Design npc, sky130hd; sources not shown.
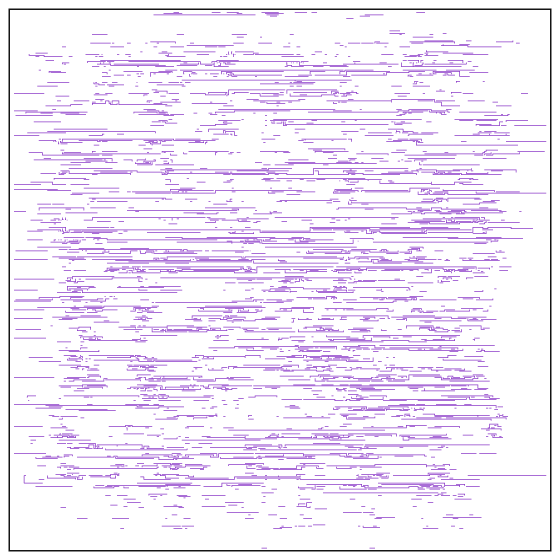
Run 1: signal wires on met1
main direction	horizontal
wire length on this layer	10800 microns
share of all routed wire	38%
routed vias: 6986
met1 Usage GRT: 27.48%

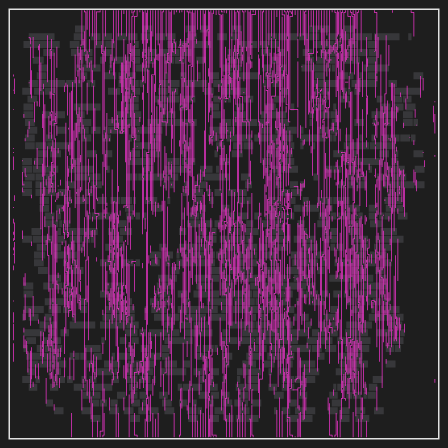
Run 1: the metal 2 layer
Cells faint in the background.
longest straight run	66.0 microns
nets with wire on the layer	1098
share of all routed wire	53%
wire length on this layer	15000 microns
main direction	vertical
GR Util met2: 44.10%
WL final: 28160 microns

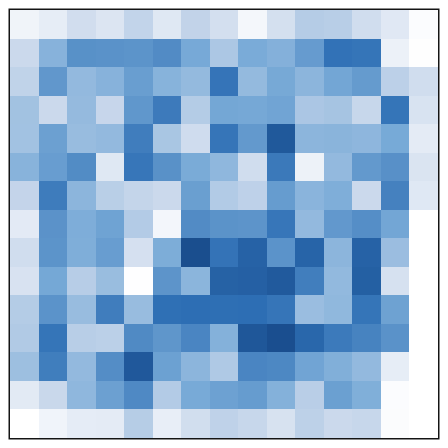
Run 1: local utilization
The die is cut into 15 by 15 equal tiles; white is low, dark blue is high, 0 to 100% covered.
nearly empty tiles	5.8%
tiles over 75% full	6.7%
mean over tiles	43%
fullest tile	88%
final core utilization: 50.27%
fp util: 26.55%
core area: 19590 sq um

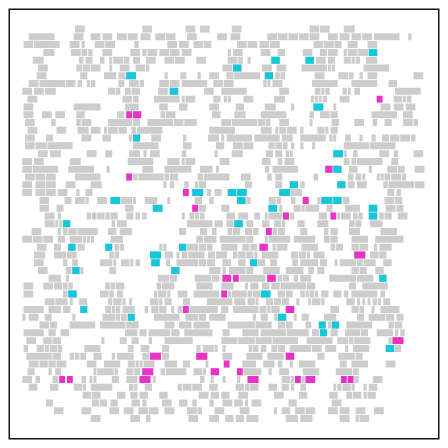
Run 1: logic cells by family
family	color	cells	most used
AND and OR gates	magenta	35	and3_1
AND-OR and OR-AND gates	cyan	45	a22o_1
dominant logic cell type in the layout: clkdlybuf4s50_1
Comb/total area: 51.82%

==> results.toml, run 1 <==
# implementation run metrics
[run_status]
status = "complete, but fails checks"
violations = "negative setup slack"

[sta]
finalHoldWorstSlack_ps = 505.1
fin_skew_ps = 0
slew_headroom_pct = 10.43
fin_crit_ps = 5245
final.setup.worst_slack_ps = -145.5
fmax_mhz = 190.6
tightestPinTransition_ps = 1344
rsz0062_at_grt = "true"
final.setup.tns_ps = -1002
setup_viol = 12
hold_viol_final = 0

[layout]
regArea_sq_um = 803.3
layout-drive-gt1-share_pct = 31.03
layout.area.comb_sq_um = 5104
stdcell_area_sq_um = 9848

[min_path]
min_path_type = "flip-flop to flip-flop"
hold_depth = 2

[yosys]
synth_cells = 696
synth_area_sq_um = 5201
ys_cells = 696
topCellsByArea = "dfrtp_1 14%, ha_1 8.9%, xnor2_1 5.9%"
synth_nets = 883
edf_count = 0

[power_and_ir_drop]
vdd_drop_max_mv = 0.1166
p_per_area_nw_per_um2 = 174.2

[floorplanning]
die_area_sq_um = 22330

[clock_network]
clk_latency_ps = 280
cts_hold_buf = 0
clk_path_buf_depth = 2
cts_root_buf = "clkbuf_16"
cts_buffers = 5

[place]
portBuffers = 234
placed_area_sq_um = 7898

[worst_setup_path]
arrival_ps = 4230
crit_path_end_kind = "output pin"

[grt]
grt_max_degree = 23
first_global_vias = 7015
grt_util_all_layers_pct = 23.56

[route]
highest_layer = "met4"
route.layer.met1.wl_microns = 10770
wl_met2_microns = 14950
## run 1: synthesized netlist by cell type (7+ instances only)
master     n
xnor2_1   35
inv_1     25
a21oi_1   42
mux2_2    16
nand4_1   18
nor2_1    57
xor2_1    34
and2_1     8
nor3_1    12
a22o_1    11
a31oi_1   10
a22oi_1    9
buf_2      8
dfrtp_1   30
and3_1    10
o21bai_1   7
a222oi_1  11
nand2b_1   9
o211ai_1  11
a21o_1     8
clkbuf_1  30
nand3_1   41
o21ai_0   31
ha_1      37
nand2_1   69
## run 1: through the flow
step                power [uW]  util, %  setup WS, ps  instances
finish                    1716    50.27        -145.5       1306
global route              1808    50.27        -298.6       1306
CTS                       1678    47.08        -222.9       1271
detailed placement        1235    40.31         -2100       1196
global placement          1231    40.21         -2187       1195
floorplan                749.3        -        -13.85        696
## run 1: what timing repair did
action,CTS,global route
buffers inserted,73,37
pin swaps,59,50
gates resized,246,107
gates cloned,0,0
setup endpoints to repair,46,24
## run 1: cells by family after synthesis
logic type / after synthesis / share of synthesized area, %
xor gates and xnor gates: 69 / 11.62
and+or+nand+nor: 265 / 26.29
DFF: 32 / 15.44
AOI/OAI and AO/OA: 201 / 27.26
buffers and inverters: 70 / 5.677
muxes: 21 / 4.426
adders and majority gates: 38 / 9.285
## run 1: worst max-delay path, cell delays in order
cell and delay [ps]:
buf_12 80, ha_4 110, nand4_1 110, buf_4 170, or4_4 430, buf_12 160, buf_4 150, xnor2_4 210
ha_4 260, nand2_4 100, buf_4 110, nor2_1 30, o211ai_1 70, buf_4 190, buf_6 110, nand3_4 100
buf_6 140, a31oi_4 140, mux2i_2 280, nand2b_1 100, buf_6 130
## run 1: metal layers
metal / vias to the layer above / track usage (%)
li1: 3292 / -
met4: 0 / 7.140
met3: 54 / 3.695
met5: - / 0
met1: 3401 / 27.48
met2: 239 / 44.10
## run 1: power by group
group          total, uW  switching (uW)  internal (uW)
combinational       1080             530            547
sequential           325            22.5            302
clock                314             119            195
## run 1: layout make-up
class | count | area share (%)
multi-input combinational | 594 | 51.82
timing repair buffer | 344 | 31.98
sequential | 32 | 8.157
tap | 265 | 3.367
buffer | 38 | 2.198
clock buffer | 8 | 1.486
inverter | 25 | 0.9910
Run 1, placed standard cells:
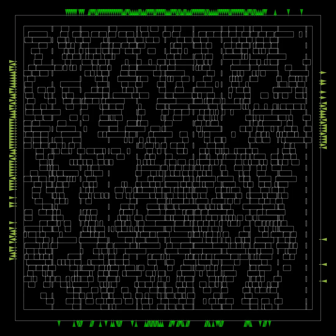

==> run 2, diff against run 1 <==
- ABC_AREA: default -> 1
- CORE_UTILIZATION: 26 -> 27
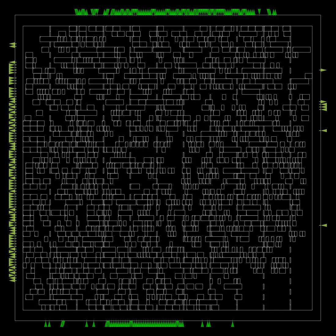
Run 2: placed standard cells
num tapcells: 280
final core utilization: 45.92%
fill count: 2369
Layout Cells excl Fill: 1628
Seq area share: 7.966%

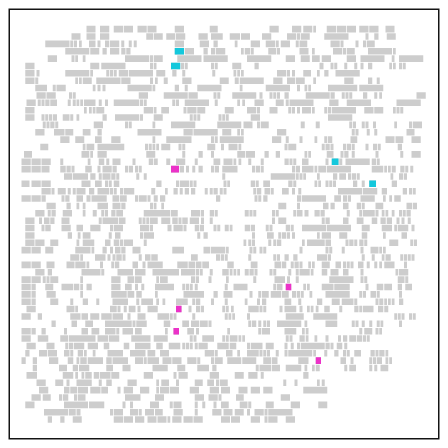
Run 2: logic cells by family
family	color	cells
AND-OR and OR-AND gates	cyan	4
AND and OR gates	magenta	5
Comb/total area: 53.15%
dominant logic cell type in the layout: nand2_1

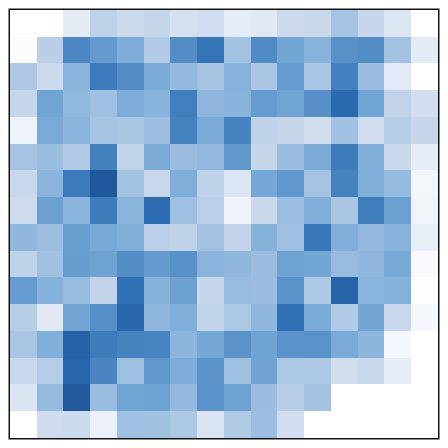
Run 2: local utilization
The die is cut into 16 by 16 equal tiles; white is low, dark blue is high, 0 to 100% covered.
fullest tile	84%
nearly empty tiles	7.0%
emptiest ninth of the die	south-east
tiles over 75% full	3.1%
mean over tiles	39%
core area: 21960 sq um
fp util: 27.68%

==> run 2 against run 1 <==
Compared with the run above:
- the run now ends clean
- critical path depth decreased by 8
- hold slack worse by 40 ps
- routed wire length rose by 8.5%
- first-iteration DRC count is 29% higher
- final cell count up 25%
- sequential power fell by 4%
- non-clock buffer count fell by 66
- global-route usage grew 0.20 points
- combinational power down 6%
- clock skew unchanged
- critical path type unchanged
- highest routed layer is now met5
==> results.toml, run 2 <==
# implementation run metrics
[yosys]
synthTopCellsByCount = "380 x nand2_1, 165 x inv_1, 92 x nor2_1, 81 x nand3_1, 38 x xor2_1"
simple_gate_share_pct = 45.62
topCellsByArea = "nand2_1 23%, dfrtp_1 12%, inv_1 10%"
synth_nets = 1238
synth_area_sq_um = 6077
top_cell = "nand2_1"
top_logic_kind = "simple AND/OR/NAND/NOR gates"
ys_sh_aoi_pct = 12.52
xor_area_share_pct = 7.886
ys_sh_mux_pct = 0
synth_cells = 1051

[power_and_ir_drop]
power.total_uw = 1678
p_per_area_nw_per_um2 = 166.4

[clock_network]
clk_path_buf_depth = 2
clk_latency_ps = 280
cts_root_buf = "clkbuf_16"
cts_buffers = 5

[floorplanning]
die_area_sq_um = 24970

[place]
placed_area_sq_um = 8876
portBuffers = 243
dp.cells = 1575

[route]
highest_layer = "met5"
totalWireLength_microns = 30540
route.layer.met1.wl_microns = 13820
via_count = 7705

[sta]
hold_viol_final = 0
slew_headroom_pct = 14.19
rsz0062_at_grt = "true"
final.setup.tns_ps = 0
fmax_mhz = 200.2
setup_viol = 0
tightestPinTransition_ps = 1287
fin_crit_ps = 4996

[min_path]
min_path_type = "flip-flop to flip-flop"
hold_depth = 2

[grt]
grt_util_all_layers_pct = 23.76
grt_max_degree = 23
first_global_vias = 7737

[worst_setup_path]
path_buffers = 4
worst_path_dominant_cell_family = "buffers and inverters"
path_cells = "buf_2 > ha_4 > buf_4 > nand2_2 > xor2_1 > inv_1 > ha_1 > nand2_1 > nand3b_1 > nand2_1 > xnor2_1 > o221ai_1 > clkdlybuf4s50_1"
max_stage_delay_ps = 660
crit_path_end_kind = "output pin"
arrival_ps = 3980
cp_common_cell = "nand2_1"

[layout]
layout-drive-gt1-share_pct = 22.40
stdcell_area_sq_um = 10080

[run_status]
status = "completed"
[run 2: netlist changes by cell type after synthesis, sizes merged, moves of 21 or more]
cell / previous run / this run
a221oi: 3 / 25
clkbuf: 30 / 7
inv: 25 / 168
nand2: 69 / 394
nand3: 41 / 89
nor2: 58 / 110
xnor2: 35 / 14
[run 2: per-stage QoR]
| step | setup WS, ps | hold slack (ps) |
|---|---|---|
| 6_report | 104.0 | 465.3 |
| 5_1_grt | -60.87 | 487.3 |
| 2_1_floorplan | 718.2 | 473.6 |
| 3_3_place_gp | -1245 | 460.1 |
| 4_1_cts | 1.563 | 469.5 |
| 3_5_place_dp | -1239 | 459.6 |
[run 2: layout make-up]
type                    instances  area, sq um
fillers                      2369        11880
well taps                     280        350.3
multi-input cells             824         5359
repair buffers                290         2626
clock inverters                 2        35.03
plain buffers                  26        150.1
flip-flops and latches         32        803.3
inverters                     168        630.6
clock buffers                   6        128.9
[run 2: worst reg2reg max path, cell delays in order (launching register included)]
cell and delay [ps]:
dfstp_2 520, nand2_1 50, nand2_1 90
[run 2: timing repair]
| action | 4_1_cts | 5_1_grt |
|---|---|---|
| pin swaps | 27 | 32 |
| gates resized | 209 | 106 |
| buffers inserted | 28 | 18 |
| setup endpoints to repair | 28 | 25 |
[run 2: layer usage]
layer,track usage [%],up-vias
met2,39.56,200
met4,6.093,2
met3,3.171,31
li1,-,3931
met5,0,-
met1,32.53,3541
[run 2: cell families (layout without fill, tap and decap cells)]
logic type,after synthesis,count (layout)
xor+xnor,53,53
simple gates,625,625
fa+ha+maj,38,38
flops,32,32
compound gates,108,108
buf+inv,195,492
[run 2: where the power goes]
part           switching (uW)  internal (uW)  total [uW]
registers                18.2            295         313
logic                     577            445        1020
clock network             114            230         344
total                     709            969        1680
Power is estimated from default activity; no workload was simulated.
